==> config.mk <==
export PLATFORM = sky130hd
export DESIGN_NAME = demux_rr_dispatcher_flat
export DESIGN_NICKNAME = d
export VERILOG_FILES = /design/src/rtl/demux_rr_dispatcher_if.sv /design/src/rtl/demux_rr_dispatcher.sv /design/src/flat_wrapper.sv
export SDC_FILE = /design/constraint.sdc
export NUM_CORES = 1
export LEC_CHECK = 0
export CAP_MARGIN = 20
export CORE_AREA = 5 5 74 76
export DETAILED_ROUTE_END_ITERATION = 6
export DIE_AREA = 0 0 79 81
export GPL_TIMING_DRIVEN = 0
export MAX_ROUTING_LAYER = met4
export PLACE_DENSITY = 0.83
export SETUP_SLACK_MARGIN = 0.3
export SYNTH_ARGS = -nofsm -noshare
export SYNTH_HDL_FRONTEND = slang
export SYNTH_SLANG_ARGS = --single-unit
==> constraint.sdc <==
create_clock -name clk -period 3.5 [get_ports clk]
set_input_delay 0.35 -clock clk [delete_from_list [all_inputs] [get_ports clk]]
set_output_delay 0.35 -clock clk [all_outputs]
set_load 0.005 [all_outputs]
gates.png
(8 px per µm)
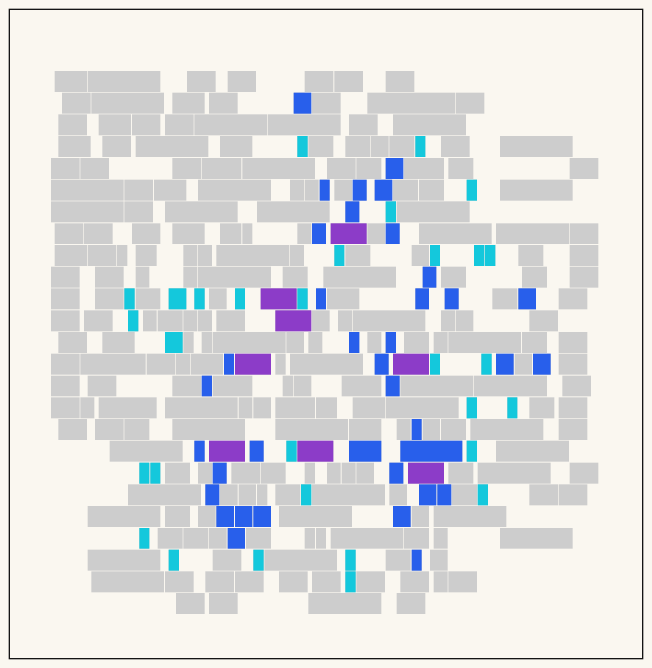
- cyan: nor cells (cells 30)
- purple: fa/ha/maj cells (cells 8; where centre)
- blue: nand cells (cells 37)
Top cell excl fill/tap: clkdlybuf4s50_1
Comb/total area: 0.344
Post-Layout Cell Count: 352

closeup.png
Region (24, 9) to (54, 39) µm. Cells in grey, sequential cells in the stronger grey; small squares are vias.
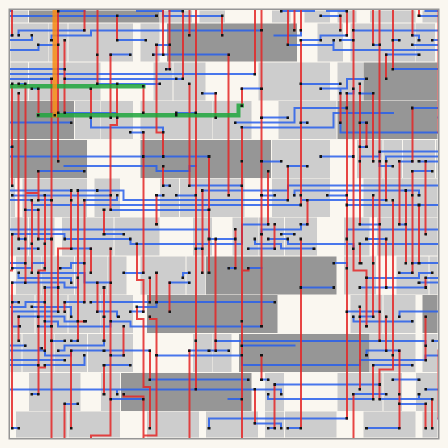
- red: M2
- blue: M1
- green: M3
- orange: M4
- sequential cells in the window: 9
- cells with their middle in the window: 82
- most frequent: dfrtp_1 (9), clkdlybuf4s50_1 (8)

congestion_map.png
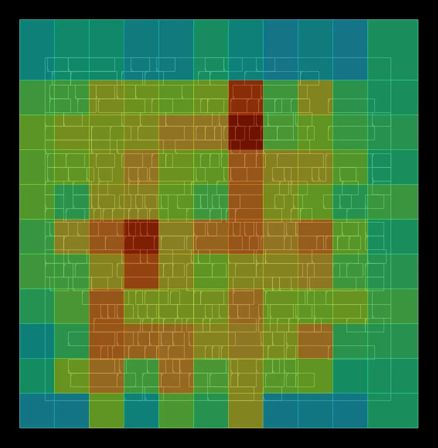
M1 GR Usage: 0.223
GRT met3 Usage: 0.0455
busiest grt layer: met2

route_heat.png
(4 px per µm) 16 x 16 tiles, from white (low) to dark blue (high), scaled to the fullest tile. Values are wire area over tile area, all layers added.
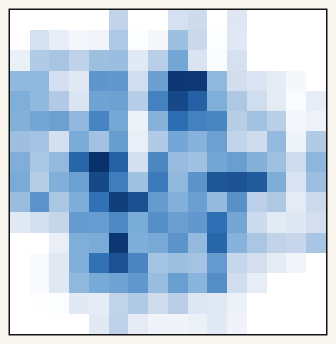
- nearly empty tiles: 18%
- mean over tiles: 0.13
- fullest tile: 0.40
- emptiest ninth of the die: upper right
total wire length: 5130 µm
vias: 1865
post-DR wirelength/cell: 14.6 µm
gr usage total: 0.175

==> flow_summary.toml <==
# yosys + openroad results
[setup_path]
cp.arrival_ps = 1950
worstPathRequired_ps = 3150
r2r_slack_ps = 1660
crit_path_end_kind = "output pin"
reg2reg_depth = 6
startpoint_type = "flop"
worstSetupPathType = "flop to output pin"

[timing]
final.setup.tns_ps = 0
relSlewSlack = 0.647
final_hold_viol_count = 0
fin_skew_ps = 7.83
setup_viol = 0
drv_slew = 0
worstMarginPinSlew_ps = 529

[yosys]
yosysMostFrequentCell = "dfrtp_1"
simple_gate_share = 0.212
ys_cells = 223
ys.flop_type = "dfrtp_1"
mux_share = 0.0627
yosysChipArea_um2 = 2320
yosys.stat.seqShare = 0.486
top_cells_by_count = "45 x dfrtp_1, 28 x nor2_1, 24 x xor2_1, 14 x nand3_1"
synth_warnings = 0
yosys.area_share.aoi = 0.0621
syn_area_um2 = 2320
async_flop_share = 1.00
syn_avg_cell_area_um2 = 10.4
largest_area_cell = "dfrtp_1"

[route]
viasPerCell = 5.30
drt_pass1_iterations = 4

[finish]
num_antenna_cells = 0
syn_to_final_growth_pct = 37.0
largest_register_ffs = 32

[clock_tree]
htreeDepth = 2
cts_tree = "built"
cts_num_sinks = 45
clkTransAtPathRegs_ps = 80
cts_hold_buf = 1
numCtsBuffers = 5
postCtsSetupBuffers = 0

[global_route]
grt_overflow = 0
grt_pass1_wl_um = 8760

[run]
drv_cap = 0

[outcome]
status = "completed"

[pwr]
power.leakage_nw = 1.41

[floorplan]
coreArea_um2 = 4660
fp_util = 0.497
die_w_um = 79

[placed_design]
dpl.hpwl_um = 3860
## final cells by class
| class | instances | area, µm² |
|---|---|---|
| repair buffers | 68 | 686 |
| multi-input cells | 160 | 1090 |
| plain buffers | 12 | 76.3 |
| clock inverters | 2 | 35.0 |
| well taps | 54 | 67.6 |
| clock buffers | 5 | 68.8 |
| flip-flops and latches | 45 | 1130 |
| fillers | 365 | 1490 |
| inverters | 6 | 22.5 |
## kinds of logic (layout without fill, tap and decap cells)
logic type | after synthesis | count (layout)
adder cells (fa/ha/maj) | 8 | 8
AND/OR/NAND/NOR | 91 | 91
buffers and inverters | 18 | 93
XOR/XNOR | 24 | 24
flip-flops | 45 | 45
AND-OR/OR-AND | 25 | 25
multiplexers | 12 | 12
## critical path, stage by stage, from the launching register on
cell             delay, ps
dfrtp_1                490
ha_1                   190
and2_1                 120
clkbuf_1               290
clkdlybuf4s50_1        570
## metal layers
metal	vias to the layer above	share of wire	wire (µm)	track usage
met1	890	0.47	2430	0.223
met3	2	0.049	249	0.0455
met4	0	0.0057	29	0.0258
met2	48	0.47	2420	0.290
li1	925	-	-	-
met5	-	0	0	-
## cells in the final DEF (no fill, tap or decap)
master / n
clkdlybuf4s50_1: 65
dfrtp_1: 45
nor2_1: 28
xor2_1: 24
nand3_1: 14
a21oi_1: 12
nand4_1: 12
mux2_2: 10
nand2_1: 9
and3_1: 8
ha_1: 8
and2_1: 7
o21ai_0: 7
inv_1: 6
and4_1: 5
clkbuf_8: 5
buf_2: 4
clkbuf_1: 4
or3_1: 4
buf_6: 3
nor2b_1: 2
clkbuf_2: 1
buf_4: 1
mux4_2: 1
a211oi_1: 1
a21o_1: 1
nand2_4: 1
a2bb2oi_1: 1
o221ai_1: 1
mux2i_1: 1
a32o_1: 1
nand4_4: 1
a31oi_1: 1
clkinv_2: 1
bufinv_16: 1
dlygate4sd3_1: 1
buf_12: 1
## power by group
part / internal (mW) / switching (mW)
registers: 0.608 / 0.0815
logic: 0.361 / 0.306
clock network: 0.207 / 0.166
## stage by stage
step | instances | setup slack, ps | area [µm²] | total power, mW | util
finish | 352 | 1200 | 3170 | 1.73 | 0.681
global route | 352 | 1100 | 3170 | 1.83 | 0.681
CTS | 352 | 1170 | 3170 | 1.75 | 0.681
detailed placement | 344 | 1280 | 3060 | 1.36 | 0.656
global placement | 343 | 845 | 3040 | 1.34 | 0.653
floorplan | 223 | 1840 | 2320 | 1.04 | -
No activity file was given, so power comes from the tool's default toggle rates.
